**config.mk**
```make
export PLATFORM = sky130hd
export DESIGN_NAME = cp0_regs
export DESIGN_NICKNAME = d
export VERILOG_FILES = /design/src/rtl/cp0_regs.sv
export SDC_FILE = /design/constraint.sdc
export NUM_CORES = 1
export LEC_CHECK = 0
export CAP_MARGIN = 25
export CORE_AREA = 2 2 135 137
export DETAILED_ROUTE_END_ITERATION = 6
export DIE_AREA = 0 0 137 139
export PLACE_DENSITY_LB_ADDON = 0.05
export SLEW_MARGIN = 20
export SYNTH_ARGS = -nofsm -noshare
export SYNTH_HDL_FRONTEND = slang
export SYNTH_SLANG_ARGS = --single-unit
```
**constraint.sdc**
```tcl
create_clock -name clk -period 6.5 [get_ports clk]
set_input_delay 0.975 -clock clk [delete_from_list [all_inputs] [get_ports clk]]
set_output_delay 0.975 -clock clk [all_outputs]
set_load 0.01 [all_outputs]
```
**src/rtl/cp0_regs.sv**
```systemverilog
// cp0_regs: MIPS coprocessor-0 register file (BadVAddr, Count, Compare,
// Status, Cause, EPC) with exception entry, ERET, MTC0/MFC0 and the
// Count/Compare timer interrupt.
//
// cp0w is the exception unit's record, flattened in declaration order:
//   [71] we | [70:66] exc | [65] bd | [64] exl | [63:32] epc | [31:0] bva
// The record's own exl copy is not needed here; Status.EXL is authoritative.
module cp0_regs (
  input  logic        clk,
  input  logic        rst,
  input  logic [5:0]  hw_int,
  input  logic [71:0] cp0w,
  input  logic        eret,
  input  logic        mtc0_we,
  input  logic [4:0]  mtc0_addr,
  input  logic [31:0] mtc0_data,
  input  logic [4:0]  mfc0_addr,
  output logic [31:0] mfc0_data,
  output logic [7:0]  intr_vect,
  output logic [31:0] epc_out,
  output logic [31:0] status_out,
  output logic [31:0] cause_out
);

  localparam logic [4:0] REG_BADVADDR = 5'd8;
  localparam logic [4:0] REG_COUNT    = 5'd9;
  localparam logic [4:0] REG_COMPARE  = 5'd11;
  localparam logic [4:0] REG_STATUS   = 5'd12;
  localparam logic [4:0] REG_CAUSE    = 5'd13;
  localparam logic [4:0] REG_EPC      = 5'd14;

  localparam logic [4:0] EXC_ADEL = 5'h04;
  localparam logic [4:0] EXC_ADES = 5'h05;

  // Unpacked exception record fields
  logic        exc_we;
  logic [4:0]  exc_code;
  logic        exc_bd;
  logic [31:0] exc_epc;
  logic [31:0] exc_bva;
  logic        unused_rec_exl;

  assign exc_we         = cp0w[71];
  assign exc_code       = cp0w[70:66];
  assign exc_bd         = cp0w[65];
  assign unused_rec_exl = cp0w[64];
  assign exc_epc        = cp0w[63:32];
  assign exc_bva        = cp0w[31:0];

  // State
  logic [31:0] badvaddr_q, badvaddr_d;
  logic [31:0] count_q, count_d;
  logic        tick_q, tick_d;
  logic [31:0] compare_q, compare_d;
  logic [31:0] epc_q, epc_d;
  logic [7:0]  im_q, im_d;
  logic        exl_q, exl_d;
  logic        ie_q, ie_d;
  logic        bd_q, bd_d;
  logic        ti_q, ti_d;
  logic [5:0]  ip_hw_q, ip_hw_d;
  logic [1:0]  ip_sw_q, ip_sw_d;
  logic [4:0]  exccode_q, exccode_d;

  // An MTC0 only takes effect when neither an exception nor ERET retires
  logic mtc0_go;
  assign mtc0_go = mtc0_we & ~exc_we & ~eret;

  // Next-state: timer, then exception > ERET > MTC0 side effects
  always_comb begin
    badvaddr_d = badvaddr_q;
    count_d    = count_q + {31'd0, tick_q};
    tick_d     = ~tick_q;
    compare_d  = compare_q;
    epc_d      = epc_q;
    im_d       = im_q;
    exl_d      = exl_q;
    ie_d       = ie_q;
    bd_d       = bd_q;
    ip_sw_d    = ip_sw_q;
    exccode_d  = exccode_q;
    // TI latches on registered equality; a Compare write clears it and wins
    ti_d       = ti_q | (count_q == compare_q);

    if (exc_we) begin
      exccode_d = exc_code;
      exl_d     = 1'b1;
      if (!exl_q) begin
        epc_d = exc_epc;
        bd_d  = exc_bd;
      end
      if (exc_code == EXC_ADEL || exc_code == EXC_ADES) begin
        badvaddr_d = exc_bva;
      end
    end else if (eret) begin
      exl_d = 1'b0;
    end else if (mtc0_go) begin
      case (mtc0_addr)
        REG_COUNT: begin
          count_d = mtc0_data;
          tick_d  = 1'b0;
        end
        REG_COMPARE: begin
          compare_d = mtc0_data;
          ti_d      = 1'b0;
        end
        REG_STATUS: begin
          im_d  = mtc0_data[15:8];
          exl_d = mtc0_data[1];
          ie_d  = mtc0_data[0];
        end
        REG_CAUSE: ip_sw_d = mtc0_data[9:8];
        REG_EPC:   epc_d   = mtc0_data;
        default: ;
      endcase
    end

    // IP7 shares the timer with hw_int[5]; use the updated TI so the timer
    // interrupt and Cause.TI appear at the same edge
    ip_hw_d = {hw_int[5] | ti_d, hw_int[4:0]};
  end

  // State register with asynchronous clear
  always_ff @(posedge clk or posedge rst) begin
    if (rst) begin
      badvaddr_q <= 32'd0;
      count_q    <= 32'd0;
      tick_q     <= 1'b0;
      compare_q  <= 32'd0;
      epc_q      <= 32'd0;
      im_q       <= 8'd0;
      exl_q      <= 1'b0;
      ie_q       <= 1'b0;
      bd_q       <= 1'b0;
      ti_q       <= 1'b0;
      ip_hw_q    <= 6'd0;
      ip_sw_q    <= 2'd0;
      exccode_q  <= 5'd0;
    end else begin
      badvaddr_q <= badvaddr_d;
      count_q    <= count_d;
      tick_q     <= tick_d;
      compare_q  <= compare_d;
      epc_q      <= epc_d;
      im_q       <= im_d;
      exl_q      <= exl_d;
      ie_q       <= ie_d;
      bd_q       <= bd_d;
      ti_q       <= ti_d;
      ip_hw_q    <= ip_hw_d;
      ip_sw_q    <= ip_sw_d;
      exccode_q  <= exccode_d;
    end
  end

  // Architectural views of Status and Cause (BEV hard-wired to 1)
  assign status_out = {9'd0, 1'b1, 6'd0, im_q, 6'd0, exl_q, ie_q};
  assign cause_out  = {bd_q, ti_q, 14'd0, ip_hw_q, ip_sw_q, 1'b0, exccode_q, 2'b00};
  assign epc_out    = epc_q;

  // Pending interrupts, masked by IM and gated by IE & ~EXL
  always_comb begin
    intr_vect = 8'h00;
    if (ie_q && !exl_q) begin
      intr_vect = cause_out[15:8] & im_q;
    end
  end

  // MFC0 read mux; unimplemented numbers read zero
  always_comb begin
    mfc0_data = 32'd0;
    case (mfc0_addr)
      REG_BADVADDR: mfc0_data = badvaddr_q;
      REG_COUNT:    mfc0_data = count_q;
      REG_COMPARE:  mfc0_data = compare_q;
      REG_STATUS:   mfc0_data = status_out;
      REG_CAUSE:    mfc0_data = cause_out;
      REG_EPC:      mfc0_data = epc_q;
      default: ;
    endcase
  end

endmodule

```
Figure 1. Track usage over the die (run 1).
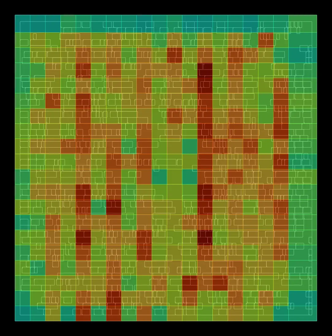
gr usage total: 0.262
routed len/inst: 20.5 um
GR met2 Demand/Resource: 0.448
met1 GRT Util: 0.330
M3 GR Usage: 0.0585

Figure 2. Drive-strength map (run 1).
(3 px per um)
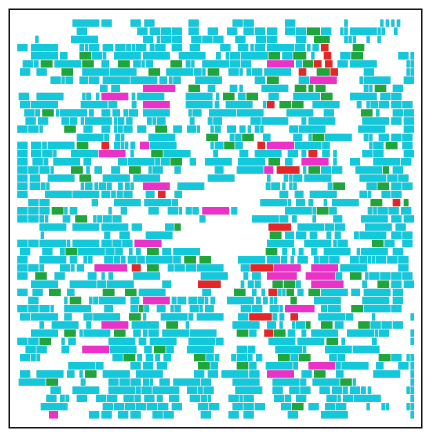
x2: marked green, cells 100, share 10%. x6 and larger: marked magenta, cells 26, share 2.7%. x3 and x4: marked red, cells 21, share 2.2%. x1 and smaller: marked cyan, cells 823, share 85%.

==> Slide: Implementation Results, run 1 <==
Key Metrics from the Run

Setup path
  • CP max stage delay: 0.62 ns
  • Crit path launch: mfc0_addr[1]
  • Critical R2R Capture: count_q[31]$_DFF_PP0_
  • Critical Path Fanout Max: 32
  • Register-to-Register Path Depth: 6
  • Critical Path, Cell by Cell: clkdlybuf4s50_1 -> nand2b_1 -> nor3_2 -> buf_4 -> a22oi_1 -> nand3_1 -> clkdlybuf4s50_1
  • Crit Path Category: in2out
  • Critical Path Most Common Cell: clkdlybuf4s50_1
  • Crit path to: mfc0_data[11]
  • Launching point of the worst reg2reg path: count_q[0]$_DFF_PP0_
  • Buf+Inv Stages, Crit Path: 3
  • Cell count along the critical path: 7

Cells and area
  • # diodes: 0
  • # clk buffers: 17
  • Logic area: 3900 sq um
  • Flip-flops: 154
  • Non-clk buf share: 0.213
  • Logic share of the area: 0.354
  • Top class by area: logic gates
  • FF/Latch Area: 3850 sq um
  • Non-clock buffers: 232
  • Most numerous logic cell after layout: clkdlybuf4s50_1
  • Top Layout Cells: clkdlybuf4s50_1, dfrtp_1, mux2_2
  • Layout cell share with drive strength beyond 1: 0.152
  • Multi-input gates: 548

Hold path
  • Hold path endpoint: tick_q$_DFF_PP0_
  • Hold Path Class: reg2reg

Route
  • Initial DRC Count: 434
  • Met1 WL: 10.2 mm
  • Drt pass-1 iters: 6
  • Via density: 5.53
  • DR WL met3: 1.70 mm

Global route
  • Gr busiest metal: met2
  • Grt ovf: 0
  • First-pass GRT wire length: 38.0 mm
  • Largest net degree at the start of global routing: 102
  • Vias in the first global route: 6857

Yosys
  • Syn avg cell area: 10.7 sq um
  • Ys Warns: 0
  • Flip-flops with a built-in enable: 0
  • Top_reg_cell synth: dfrtp_1
  • Syn Std Cell Area: 8140 sq um
  • Largest area contributor in the netlist: dfrtp_1
  • Flops & latches, synth: 154
  • Yosys cell types: 41
  • Mux area share: 0.155
  • Biggest area cells: dfrtp_1, mux2_2, a22oi_1
  • FA/HA/MAJ Cells, Area Fraction: 0.00308
  • Ys cells: 761

CTS
  • CTS tree: built
  • Clk Tree Root Cell: clkbuf_16
  • # resized after CTS: 0
  • CTS buffer count: 17
  • Clock-pin slew on the worst setup and hold paths: 0.06 ns
  • Worst skew pair latency: 0.43 ns
  • Post-CTS Hold Buffers: 0

STA
  • Slew HR: 0.322
  • RSZ-0062 raised after global routing: false
  • Final TNS setup: 0 ns
  • Final setup vio count: 0
  • Final Critical Period: 4.21 ns
  • Fin Hold WS: 0.432 ns

Power
  • Pwr top: registers
  • Clock group share of total power: 0.320
  • Seq power: 1.43 mW
  • Int Pwr: 2.16 mW
  • Worst VDD drop: 0.191 mV
  • Clock group: 1.01 mW
  • Power Total: 3.16 mW
  • Comb power: 720 uW
  • Psw: 1.00 mW
  • Gate power share: 0.228

Place
  • Placed cell count: 1167
  • Dpl ws: 2.29 ns
  • Post-DP HPWL: 17.0 mm
  • Post-DP Area: 10400 sq um

Floorplan
  • CORE AREA: 17700 sq um
  • Tapcells: 229
  • Die Y: 139 um

Status
  • Status: completed

Job
  • Tool warnings: 29
Figure 3. M2 wires (run 1).
(2 px per um)
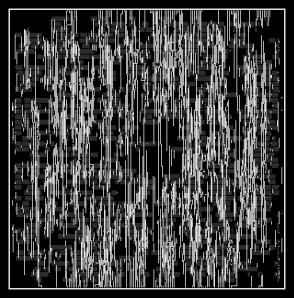
The layer holds 50% of the routed length. 955 nets have wire on it.
wirelength, routed: 24.6 mm
via count: 6629

--- run 2 (diff from run 1) ---
CORE_AREA = 2 2 141 143   (was 2 2 135 137)
DIE_AREA = 0 0 143 145   (was 0 0 137 139)
clock period = 3.44 ns   (was 6.5 ns; I/O delays follow)
Figure 4. Track usage over the die (run 2).
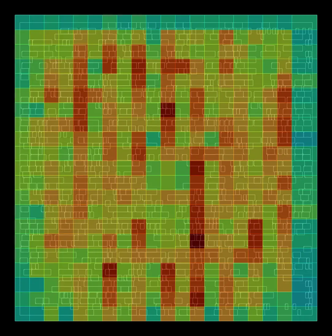
gr usage total: 0.238
routed len/inst: 19.7 um
met1 GRT Util: 0.308

==> Slide: Implementation Results, run 2 <==
Key Metrics from the Run

Power
  • Seq power: 2.70 mW (+89%)
  • Int Pwr: 4.25 mW (+97%)
  • Clock group share of total power: 0.339 (+0.019)
  • Clock group: 2.08 mW (+110%)
  • Psw: 1.89 mW (+88%)
  • Gate power share: 0.220 (-0.008)
  • Worst VDD drop: 0.358 mV (+88%)
  • Flop pwr share: 0.440
  • Pwr top: registers
  • Power Total: 6.14 mW (+94%)
  • Pleak: 4.86 nW
  • Comb power: 1.35 mW (+88%)
  • Pwr/cell area: 549 nW/um^2

Setup path
  • Critical Path Most Common Cell: clkdlybuf4s50_1
  • Critical Path Fanout Max: 15 (-53%)
  • Critical R2R Capture: count_q[30]$_DFF_PP0_
  • Launching point of the worst reg2reg path: count_q[0]$_DFF_PP0_
  • Buf+Inv Stages, Crit Path: 3 (unchanged)
  • Crit. End Element: output pin
  • Register-to-Register Path Depth: 7 (+1)
  • Cell count along the critical path: 7 (unchanged)
  • Startpoint Class: input pin
  • CP max stage delay: 0.59 ns (-0.03 ns)
  • Crit Path Category: in2out
  • Crit path launch: mfc0_addr[2]
  • Critical Path, Cell by Cell: clkdlybuf4s50_1 -> nand2_1 -> nor4b_2 -> buf_4 -> a22oi_1 -> nand3_1 -> clkdlybuf4s50_1
  • Crit path to: mfc0_data[15]

CTS
  • Clk Tree Root Cell: clkbuf_16
  • CTS buffer count: 17 (unchanged)
  • Post-CTS Hold Buffers: 0 (unchanged)
  • Clk sinks: 154
  • CTS tree: built
  • Worst skew pair latency: 0.44 ns (about the same)
  • # resized after CTS: 0 (unchanged)
  • Max clock buf depth: 2
  • Clock-pin slew on the worst setup and hold paths: 0.06 ns (about the same)

Route
  • Uppermost layer routed: met4
  • Initial DRC Count: 468 (+7.8%)
  • Via density: 5.36 (-3.0%)
  • Drt drc: 0
  • Drt pass-1 iters: 5 (-1)
  • Met1 WL: 10.5 mm (+2.8%)
  • Via count: 6646 (+0.26%)
  • DR WL met3: 1.55 mm (-9.1%)
  • Wirelength, routed: 24.4 mm (-0.63%)

Global route
  • Gr busiest metal: met2
  • Largest net degree at the start of global routing: 155 (+52%)
  • M3 GR Usage: 0.0482 (-0.0103)
  • Initial antenna violation count: 0
  • Grt ovf: 0 (unchanged)
  • Vias in the first global route: 6736 (-1.8%)
  • First-pass GRT wire length: 37.7 mm (-0.76%)
  • GR met2 Demand/Resource: 0.397 (-0.0509)

Cells and area
  • # diodes: 0 (unchanged)
  • Non-clk buf share: 0.216 (+0.00258)
  • Top class by area: logic gates
  • Flip-flops: 154 (unchanged)
  • Non-clock buffers: 235 (+1.3%)
  • Layout cell share with drive strength beyond 1: 0.154 (+0.00246)
  • Most numerous logic cell after layout: clkdlybuf4s50_1
  • Logic area: 3900 sq um (unchanged)
  • Logic share of the area: 0.349 (-0.00539)
  • Sequential portion of the cell area: 0.345
  • Inverter count: 5
  • Top Layout Cells: clkdlybuf4s50_1, dfrtp_1, mux2_2
  • # clk buffers: 19 (+2)
  • P&R area growth vs syn: 37.4%
  • FF/Latch Area: 3850 sq um (unchanged)
  • Multi-input gates: 548 (unchanged)
  • Final instance area: 11200 sq um
  • Clock-cell share of area: 0.0590

Floorplan
  • Die Y: 145 um (+4.3%)
  • # IOs: 260
  • Tapcells: 265 (+16%)
  • # rows: 51
  • CORE AREA: 19200 sq um (+8.8%)

Status
  • Status: completed

Yosys
  • Syn Std Cell Area: 8140 sq um (unchanged)
  • Yosys cell types: 41 (unchanged)
  • Flip-flops with a built-in enable: 0 (unchanged)
  • Ys cells: 761 (unchanged)
  • Largest area contributor in the netlist: dfrtp_1
  • Syn avg cell area: 10.7 sq um (unchanged)
  • Most common cell in the synthesized netlist: dfrtp_1
  • Mux area share: 0.155 (unchanged)
  • Top_reg_cell synth: dfrtp_1
  • FA/HA/MAJ Cells, Area Fraction: 0.00308 (unchanged)
  • Ys Warns: 0 (unchanged)
  • Post-Synth XOR/XNOR Area: 0.0657
  • Flops & latches, synth: 154 (unchanged)
  • Biggest area cells: dfrtp_1, mux2_2, a22oi_1
  • Top logic family: multiplexers

Hold path
  • Hold path endpoint: exl_q$_DFFE_PP0P_
  • Hold Path Class: in2reg

STA
  • Final Critical Period: 3.14 ns
  • Slew HR: 0.406 (+0.0845)
  • Cycle use final: 0.914
  • RSZ-0062 raised after global routing: false
  • Fin Hold WS: 0.401 ns (-0.0314 ns)
  • Final setup vio count: 0 (unchanged)
  • Final TNS setup: 0 ns (unchanged)

Job
  • Tool warnings: 29 (unchanged)

Place
  • Dpl ws: 0.293 ns (-1.99 ns)
  • Placed cell count: 1207 (+3.4%)
  • Post-DP HPWL: 17.1 mm (+0.56%)
  • Post-DP Area: 10500 sq um (+1.1%)
--- run 3 (diff from run 2) ---
CORE_AREA = 8 8 147 149   (was 2 2 141 143)
DIE_AREA = 0 0 155 157   (was 0 0 143 145)
Figure 5. Logic cells by family (run 3).
(3 px per um)
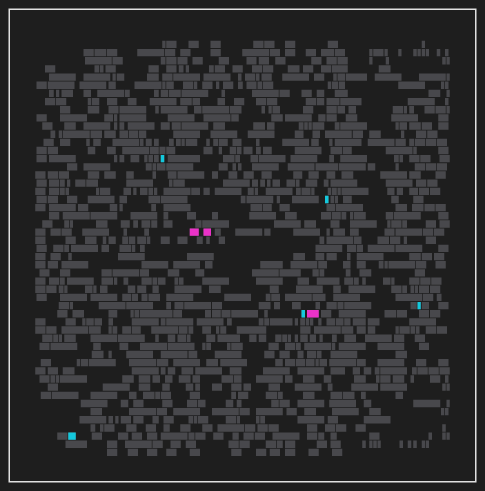
inv cells: marked cyan, cells 5. non-inverting ao/oa cells: marked magenta, cells 3.

==> Slide: Implementation Results, run 3 <==
Key Metrics from the Run

Status
  • Status: completed

Power
  • Power Total: 5.92 mW (-3.5%)
  • Seq power: 2.70 mW (about the same)
  • Pwr top: registers
  • Comb power: 1.36 mW (about the same)
  • Psw: 1.90 mW (+0.55%)
  • Int Pwr: 4.02 mW (-5.3%)
  • Pleak: 4.82 nW (-0.77%)
  • Worst VDD drop: 0.325 mV (-9.4%)
  • Pwr/cell area: 534 nW/um^2 (-2.6%)
  • Flop pwr share: 0.456 (+0.016)
  • Gate power share: 0.230 (+0.010)
  • Clock group share of total power: 0.314 (-0.025)
  • Clock group: 1.86 mW (-11%)

Yosys
  • Post-Synth XOR/XNOR Area: 0.0657 (unchanged)
  • Yosys cell types: 41 (unchanged)
  • Yosys simple share: 0.120
  • Mux area share: 0.155 (unchanged)
  • Ys Warns: 0 (unchanged)
  • Sequential element share of the synthesized area: 0.474
  • Largest area contributor in the netlist: dfrtp_1
  • Flip-flops with a built-in enable: 0 (unchanged)
  • Biggest area cells: dfrtp_1, mux2_2, a22oi_1
  • Most common cell in the synthesized netlist: dfrtp_1
  • Ys cells: 761 (unchanged)
  • Max-area cell share: 0.474
  • Flops & latches, synth: 154 (unchanged)
  • FA/HA/MAJ Cells, Area Fraction: 0.00308 (unchanged)
  • Chip area in the Yosys report: 8140 sq um
  • Top_reg_cell synth: dfrtp_1
  • Syn Std Cell Area: 8140 sq um (unchanged)
  • Top logic family: multiplexers
  • Syn avg cell area: 10.7 sq um (unchanged)

Floorplan
  • # rows: 51 (unchanged)
  • Tapcells: 265 (unchanged)
  • FP Util: 0.424
  • Die area: 24300 sq um
  • Die Y: 157 um (+8.3%)
  • Die x size: 155 um
  • CORE AREA: 19200 sq um (unchanged)
  • # IOs: 260 (unchanged)

Cells and area
  • Most numerous logic cell after layout: clkdlybuf4s50_1
  • Top Layout Cells: clkdlybuf4s50_1, dfrtp_1, mux2_2
  • Inverter count: 5 (unchanged)
  • # clk buffers: 18 (-1)
  • Multi-input gates: 548 (unchanged)
  • Final instance area: 11100 sq um (-0.90%)
  • Logic share of the area: 0.352 (+0.00315)
  • Clock-cell share of area: 0.0527 (-0.00624)
  • # diodes: 0 (unchanged)
  • Logic area: 3900 sq um (unchanged)
  • Top class by area: logic gates
  • Non-clock buffers: 236 (+0.43%)
  • Flip-flops: 154 (unchanged)
  • Non-clk buf share: 0.215 (-0.000311)
  • Sequential portion of the cell area: 0.348 (+0.00312)
  • FF/Latch Area: 3850 sq um (unchanged)
  • Layout cell share with drive strength beyond 1: 0.155 (+0.00103)
  • P&R area growth vs syn: 36.2%

STA
  • Final setup vio count: 0 (unchanged)
  • Final TNS setup: 0 ns (unchanged)
  • Fin Hold WS: 0.405 ns (+0.00429 ns)
  • RSZ-0062 raised after global routing: false
  • Cycle use final: 0.913 (-0.00128)
  • Slew HR: 0.421 (+0.0144)
  • Final Critical Period: 3.14 ns (-0.00439 ns)

Setup path
  • Critical R2R Capture: count_q[31]$_DFF_PP0_
  • Cell count along the critical path: 7 (unchanged)
  • Launching point of the worst reg2reg path: count_q[15]$_DFF_PP0_
  • Register-to-Register Path Depth: 5 (-2)
  • Crit path to: mfc0_data[31]
  • Critical Path, Cell by Cell: clkdlybuf4s50_1 -> nand2_1 -> nor4_2 -> buf_4 -> a22oi_1 -> nand2_1 -> clkdlybuf4s50_1
  • Critical Path Fanout Max: 18 (+3)
  • Startpoint Class: input pin
  • Crit path launch: mfc0_addr[0]
  • Buf+Inv Stages, Crit Path: 3 (unchanged)
  • CP max stage delay: 0.59 ns (about the same)
  • Crit Path Category: in2out
  • Crit. End Element: output pin

Global route
  • Gr busiest metal: met2
  • Largest net degree at the start of global routing: 155 (unchanged)
  • Grt ovf: 0 (unchanged)
  • First-pass GRT wire length: 40.6 mm (+7.8%)
  • GR met2 Demand/Resource: 0.367 (-0.0297)
  • Gr usage total: 0.216 (-0.0218)
  • Met1 GRT Util: 0.269 (-0.0385)
  • M3 GR Usage: 0.0510 (+0.00282)
  • Vias in the first global route: 7027 (+4.3%)
  • Initial antenna violation count: 1 (+1)

Route
  • Uppermost layer routed: met5
  • DR WL met3: 1.55 mm (+0.26%)
  • Drt pass-1 iters: 5 (unchanged)
  • Wirelength, routed: 26.0 mm (+6.6%)
  • Routed len/inst: 21.0 um (+6.6%)
  • Initial DRC Count: 358 (-24%)
  • Via count: 6544 (-1.5%)
  • Met1 WL: 11.3 mm (+7.9%)
  • Via density: 5.28 (-1.5%)
  • Drt drc: 0 (unchanged)

Place
  • Post-DP Area: 10500 sq um (-0.24%)
  • Placed cell count: 1208 (+0.083%)
  • Post-DP HPWL: 18.8 mm (+10%)
  • Dpl ws: 0.286 ns (-0.00654 ns)

CTS
  • Max clock buf depth: 2 (unchanged)
  • CTS buffer count: 17 (unchanged)
  • # resized after CTS: 0 (unchanged)
  • Clk sinks: 154 (unchanged)
  • Worst skew pair latency: 0.42 ns (-0.02 ns)
  • Clk Tree Root Cell: clkbuf_16
  • Clock-pin slew on the worst setup and hold paths: 0.06 ns (about the same)
  • Post-CTS Hold Buffers: 0 (unchanged)
  • CTS tree: built

Hold path
  • Hold Path Class: in2reg
  • Hold path depth: 3
  • Hold path endpoint: exl_q$_DFFE_PP0P_

Job
  • Tool warnings: 29 (unchanged)

==> notes/layouts.md <==
Pictures saved along the way, in no particular order.

Met3 routing.
(2 px per um)
panel A
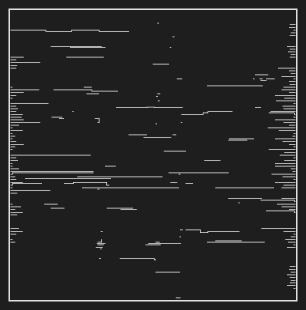
panel B
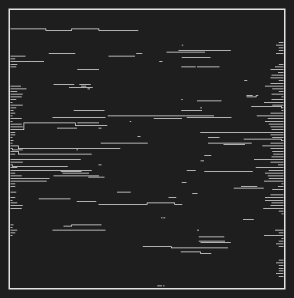
run 1: panel B
run 2: panel A

Power and IR drop assume default switching activity.
